Fig. 1: run 1, cells colored by class
(3 px per µm)
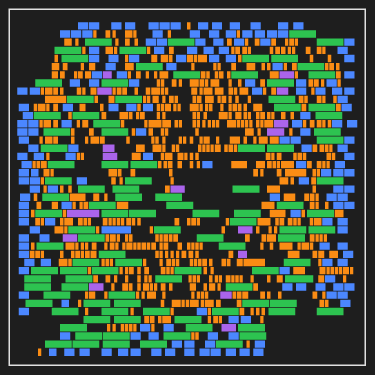
Fig. 2: run 1, nets reached from selected ports
(2 px per µm)
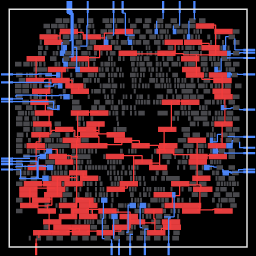
Fig. 3: run 1, local utilization
(3 px per µm) 12 x 12 tiles, from dark blue (low) to red (high), 0 to 100% covered.
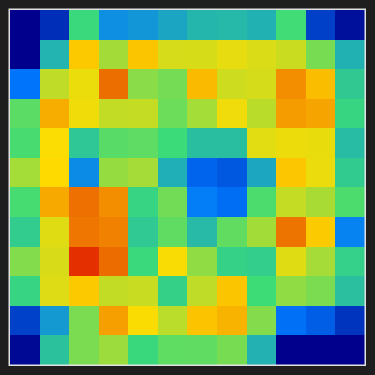
Fig. 4: run 1, placement view
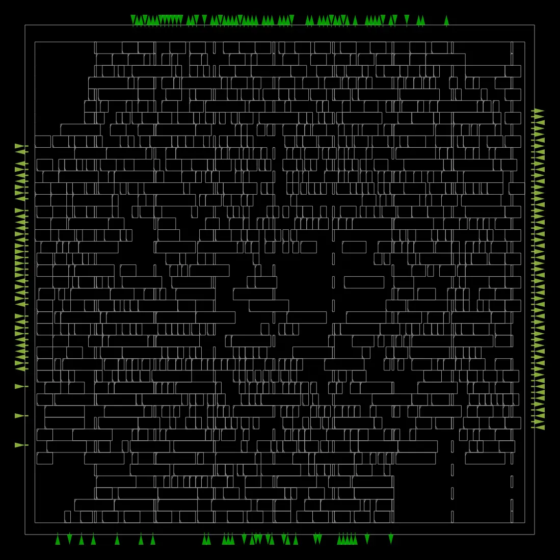
==> src/rtl/cp0_int_ctrl.sv <==
// Coprocessor-0 register file and interrupt front end: IRQ sync, pending latch, EPC/Cause capture, mfc0/mtc0/eret.
// Ireq trails an IRQ edge by 4 cycles; no backpressure, the controller handshakes with Iack.
module cp0_int_ctrl #(
  parameter int          N_IRQ    = 8,
  parameter logic [31:0] VEC_BASE = 32'h0000_0004
) (
  input  logic             clk,
  input  logic             reset,
  input  logic [N_IRQ-1:0] irq_in,
  output logic             Ireq,
  input  logic             Iack,
  input  logic             WriteEPC,
  input  logic             WriteCause,
  input  logic             sysCause,
  input  logic             WriteCp0,
  input  logic             eret,
  input  logic [4:0]       c0_addr,
  input  logic [31:0]      c0_wdata,
  input  logic [31:0]      epc_in,
  output logic [31:0]      c0_rdata,
  output logic [31:0]      epc_out,
  output logic [31:0]      vector_out
);

  logic [N_IRQ-1:0] sync1, sync2, sync_d;
  logic [7:0]       pend, im, rise, clr, hit;
  logic             ie;
  logic [2:0]       idx, winner;
  logic [4:0]       exc_code;
  logic [31:0]      epc, ebase;
  logic             wr_status, wr_cause, wr_epc, wr_ebase;

  assign wr_status = WriteCp0 && (c0_addr == 5'd12);
  assign wr_cause  = WriteCp0 && (c0_addr == 5'd13);
  assign wr_epc    = WriteCp0 && (c0_addr == 5'd14);
  assign wr_ebase  = WriteCp0 && (c0_addr == 5'd15);

  always_comb begin
    rise = '0;
    rise[N_IRQ-1:0] = sync2 & ~sync_d;
    hit = pend & im;
    winner = 3'd0;
    for (int i = 7; i >= 0; i--) begin
      if (hit[i]) winner = 3'(i);
    end
    // Exception entry owns pend this cycle, so a W1C from mtc0 is dropped.
    clr = '0;
    if (Iack) begin
      if (|hit) clr[winner] = 1'b1;
    end else if (wr_cause && !WriteCause) begin
      clr = c0_wdata[15:8];
    end
  end

  always_comb begin
    c0_rdata = 32'd0;
    case (c0_addr)
      5'd12:   c0_rdata = {16'd0, im, 7'd0, ie};
      5'd13:   c0_rdata = {13'd0, idx, pend, 1'b0, exc_code, 2'b00};
      5'd14:   c0_rdata = epc;
      5'd15:   c0_rdata = ebase;
      default: c0_rdata = 32'd0;
    endcase
  end

  assign epc_out    = epc;
  assign vector_out = ebase + ((exc_code == 5'd8) ? 32'd0 : ({27'd0, idx, 2'b00} + 32'd4));

  always_ff @(posedge clk or negedge reset) begin
    if (!reset) begin
      sync1    <= '0;
      sync2    <= '0;
      sync_d   <= '0;
      pend     <= '0;
      Ireq     <= 1'b0;
      ie       <= 1'b0;
      im       <= '0;
      idx      <= '0;
      exc_code <= '0;
      epc      <= '0;
      ebase    <= VEC_BASE;
    end else begin
      sync1  <= irq_in;
      sync2  <= sync1;
      sync_d <= sync2;
      // Set after clear: an edge coinciding with a clear is never lost.
      pend   <= (pend & ~clr) | rise;
      Ireq   <= ie & (|hit) & ~Iack & ~WriteCause;

      if (Iack) begin
        idx      <= winner;
        exc_code <= 5'd0;
        ie       <= 1'b0;
      end else if (WriteCause && sysCause) begin
        exc_code <= 5'd8;
        ie       <= 1'b0;
      end else if (eret) begin
        ie <= 1'b1;
      end else if (wr_status) begin
        ie <= c0_wdata[0];
      end

      if (wr_status) im <= c0_wdata[15:8];

      if (WriteEPC) epc <= epc_in;
      else if (wr_epc) epc <= c0_wdata;

      if (wr_ebase) ebase <= {c0_wdata[31:2], 2'b00};
    end
  end

endmodule
==> config.mk <==
export PLATFORM = sky130hd
export DESIGN_NAME = cp0_int_ctrl
export DESIGN_NICKNAME = d
export VERILOG_FILES = /design/src/rtl/cp0_int_ctrl.sv
export SDC_FILE = /design/constraint.sdc
export NUM_CORES = 1
export LEC_CHECK = 0
export ABC_AREA = 1
export CAP_MARGIN = 20
export CORE_MARGIN = 2
export CORE_UTILIZATION = 44
export CTS_BUF_LIST = sky130_fd_sc_hd__clkbuf_2 sky130_fd_sc_hd__clkbuf_4 sky130_fd_sc_hd__clkbuf_8
export DETAILED_ROUTE_END_ITERATION = 8
export PLACE_DENSITY = 0.77
export SYNTH_ARGS = -nofsm -noshare
export SYNTH_HDL_FRONTEND = slang
export SYNTH_SLANG_ARGS = --single-unit
==> constraint.sdc <==
create_clock -name clk -period 7.27 [get_ports clk]
set_clock_uncertainty 0.1 [all_clocks]
set_input_delay 1.0905 -clock clk [delete_from_list [all_inputs] [get_ports clk]]
set_output_delay 1.0905 -clock clk [all_outputs]
set_load 0.01 [all_outputs]
==> results.yml, run 1 <==
# implementation run metrics
outcome:
  result_of_the_run: "finished clean"
synth:
  edf_count: 0
  common_cells: "214 x sky130_fd_sc_hd__nand2_1, 107 x sky130_fd_sc_hd__dfrtp_1, 83 x sky130_fd_sc_hd__inv_1, 57 x sky130_fd_sc_hd__nor2_1, 53 x sky130_fd_sc_hd__nand3_1"
  mappedNetlistArea_um2: 5740
  yosysTopAreaCellShare: 0.467
  ys_area_um2: 5740
  yosysWarnings: 0
  adder_share: 0.0144
  simple_gate_share: 0.263
  synth_top_cell_by_count: "sky130_fd_sc_hd__nand2_1"
  postSynthCellCount: 724
sta:
  finalSetupViolCount: 0
  hold_viol: 0
  report.final.slew_viol_count: 0
  layout_setup_ws_ps: 2390
pwr:
  largestPowerGroup: "sequential cells"
  sequentialPowerShare: 0.448
  switching_share: 0.350
  cellInternalPower_uw: 1110
  comb-power_uw: 537
  pwr-share-clk: 0.240
  report.power.total_uw: 1720
finish:
  final_design_area_no_fill_um2: 7860
  multi_input_comb_area_um2: 2550
  layout.cells.largest_class: "sequential cells"
  regArea_um2: 2700
  signal_buffers: 182
worst_setup_path:
  worst-path-buf-inv: 4
  cp-startpoint: "c0_addr[0]"
  depth_of_the_worst_register_to_register_path: 8
  crit_path_top_delay_cell: "sky130_fd_sc_hd__clkdlybuf4s50_1"
  critical_path_depth: 8
  setup.worst_path.end: "c0_rdata[14]"
  critical_path.startpoint_type: "input pin"
  criticalPathCategory: "input pin to output port"
clock_tree:
  tritoncts_num_sinks: 108
  cts_max_path_buffers: 2
  clkTransAtPathRegs_ps: 110
  numCtsBuffers: 9
  cts_tree: "built"
global_routing:
  grt-ovfl-total: 0
  grt_antenna_before_repair: 0
  grt_first_pass_wirelength_mm: 28.5
  gr-usage-all-layers: 0.261
  grt_max_degree: 86
  vias_in_the_first_global_route: 5383
hold_path:
  hold_depth: 0
  min-delay-path-class: "register to register"
drt:
  drt-wirelength-per-cell_um: 16.8
  post-route-drc-count: 0
  drt_pre_antenna_iters: 5
  met3RoutedLength_mm: 1.42
  via_count: 5538
placement:
  dp_hpwl_mm: 13.3
die:
  fp.dieArea_um2: 14000
Back to the opening pictures, Fig. 1:
- purple: clock drivers and dummy loads (cells 16; share of their area 2.9%)
- blue: remaining buffers and delay cells (cells 182; share of their area 24%)
- green: sequential cells (cells 108; share of their area 35%)
- orange: combinational and other logic (cells 592; share of their area 38%)
Placeable Area: 12700 µm²
share of the final layout cell area in sequential cells: 0.344

Back to the opening pictures, Fig. 2:
- red: reset (bits 1; direction input; edge bottom; end cells 108; buffers 3; wire 835 µm)
- blue: c0_rdata (bits 32; direction output; edge 10 right, 9 top, 8 left, 5 bottom; end cells 32; buffers 32; wire 637 µm)
count of boundary I/O pins: 182
quantity of I/O buffers inserted on ports: 179

Back to the opening pictures, Fig. 3:
- emptiest ninth of the die: bottom right
- mean over tiles: 55%
- nearly empty tiles: 4.2%
- tiles over 75% full: 17%
- fullest tile: 95%
initial core utilization: 0.453
Post-Route Utilization: 0.620

Back to the opening pictures, Fig. 4:
final cell count without fillers: 1070
number of standard-cell rows in the floorplan: 41
fillers: 1173
sequential cell count: 108
number of well taps: 172

--- run 2 (diff from run 1) ---
Settings changed: PLACE_DENSITY 0.77 to 0.8.
Clock period 7.27 ns to 4.15 ns, I/O delays scaled along.
Fig. 5: run 2, cells colored by class
(3 px per µm)
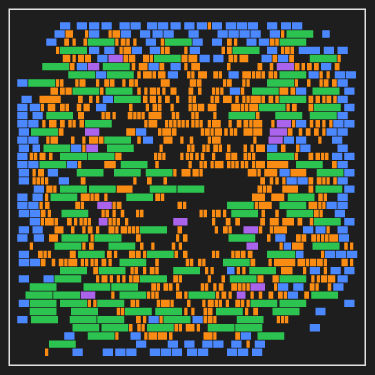
- orange: combinational and other logic (cells 592; share of their area 38%)
- green: sequential cells (cells 108; share of their area 35%)
- purple: clock drivers and dummy loads (cells 16; share of their area 2.7%)
- blue: remaining buffers and delay cells (cells 184; share of their area 24%)
post-route cell area: 7860 µm²
Post-Route Utilization: 0.620
share of the final layout cell area in sequential cells: 0.344

Fig. 6: run 2, placement view
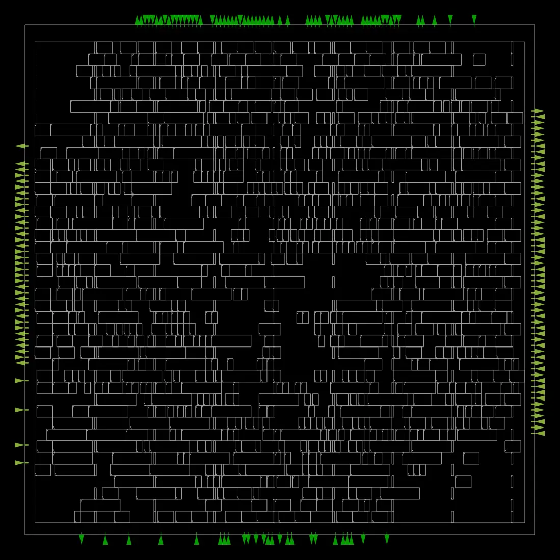
final cell count without fillers: 1072
fillers: 1151

==> results.yml, run 2 <==
# implementation run metrics
clock_tree:
  clkTransAtPathRegs_ps: 120
  tritoncts_num_sinks: 108
  cts_max_path_buffers: 2
worst_setup_path:
  crit_path_top_delay_cell: "sky130_fd_sc_hd__clkdlybuf4s50_1"
  cp-startpoint: "idx[0]$_DFFE_PN0P_"
  depth_of_the_worst_register_to_register_path: 8
  criticalPathCategory: "register to output port"
  worst-path-buf-inv: 1
finish:
  flops: 108
  signal_buffers: 184
global_routing:
  vias_in_the_first_global_route: 5398
  gr-usage-all-layers: 0.269
  grt_antenna_before_repair: 0
  grt_first_pass_wirelength_mm: 29.2
  grt-ovfl-total: 0
pwr:
  switching_share: 0.362
  comb-power_uw: 951
  report.power.total_uw: 2980
  cellInternalPower_uw: 1900
drt:
  via_count: 5635
  drt-wirelength-per-cell_um: 17.4
synth:
  edf_count: 0
  yosysWarnings: 0
  mappedNetlistArea_um2: 5740
  postSynthCellCount: 724
  ys_area_um2: 5740
  synth_top_cell_by_count: "sky130_fd_sc_hd__nand2_1"
  simple_gate_share: 0.263
sta:
  report.final.slew_viol_count: 0
  layout_setup_ws_ps: 197
  hold_viol: 0
die:
  taps: 172
  fp.dieArea_um2: 14000
  core_region_area_um2: 12700
  floorplan.rows: 41
  floorplan.io_pins: 182
outcome:
  result_of_the_run: "finished clean"
Power figures rest on the tool's default switching activity, not on a simulated workload.
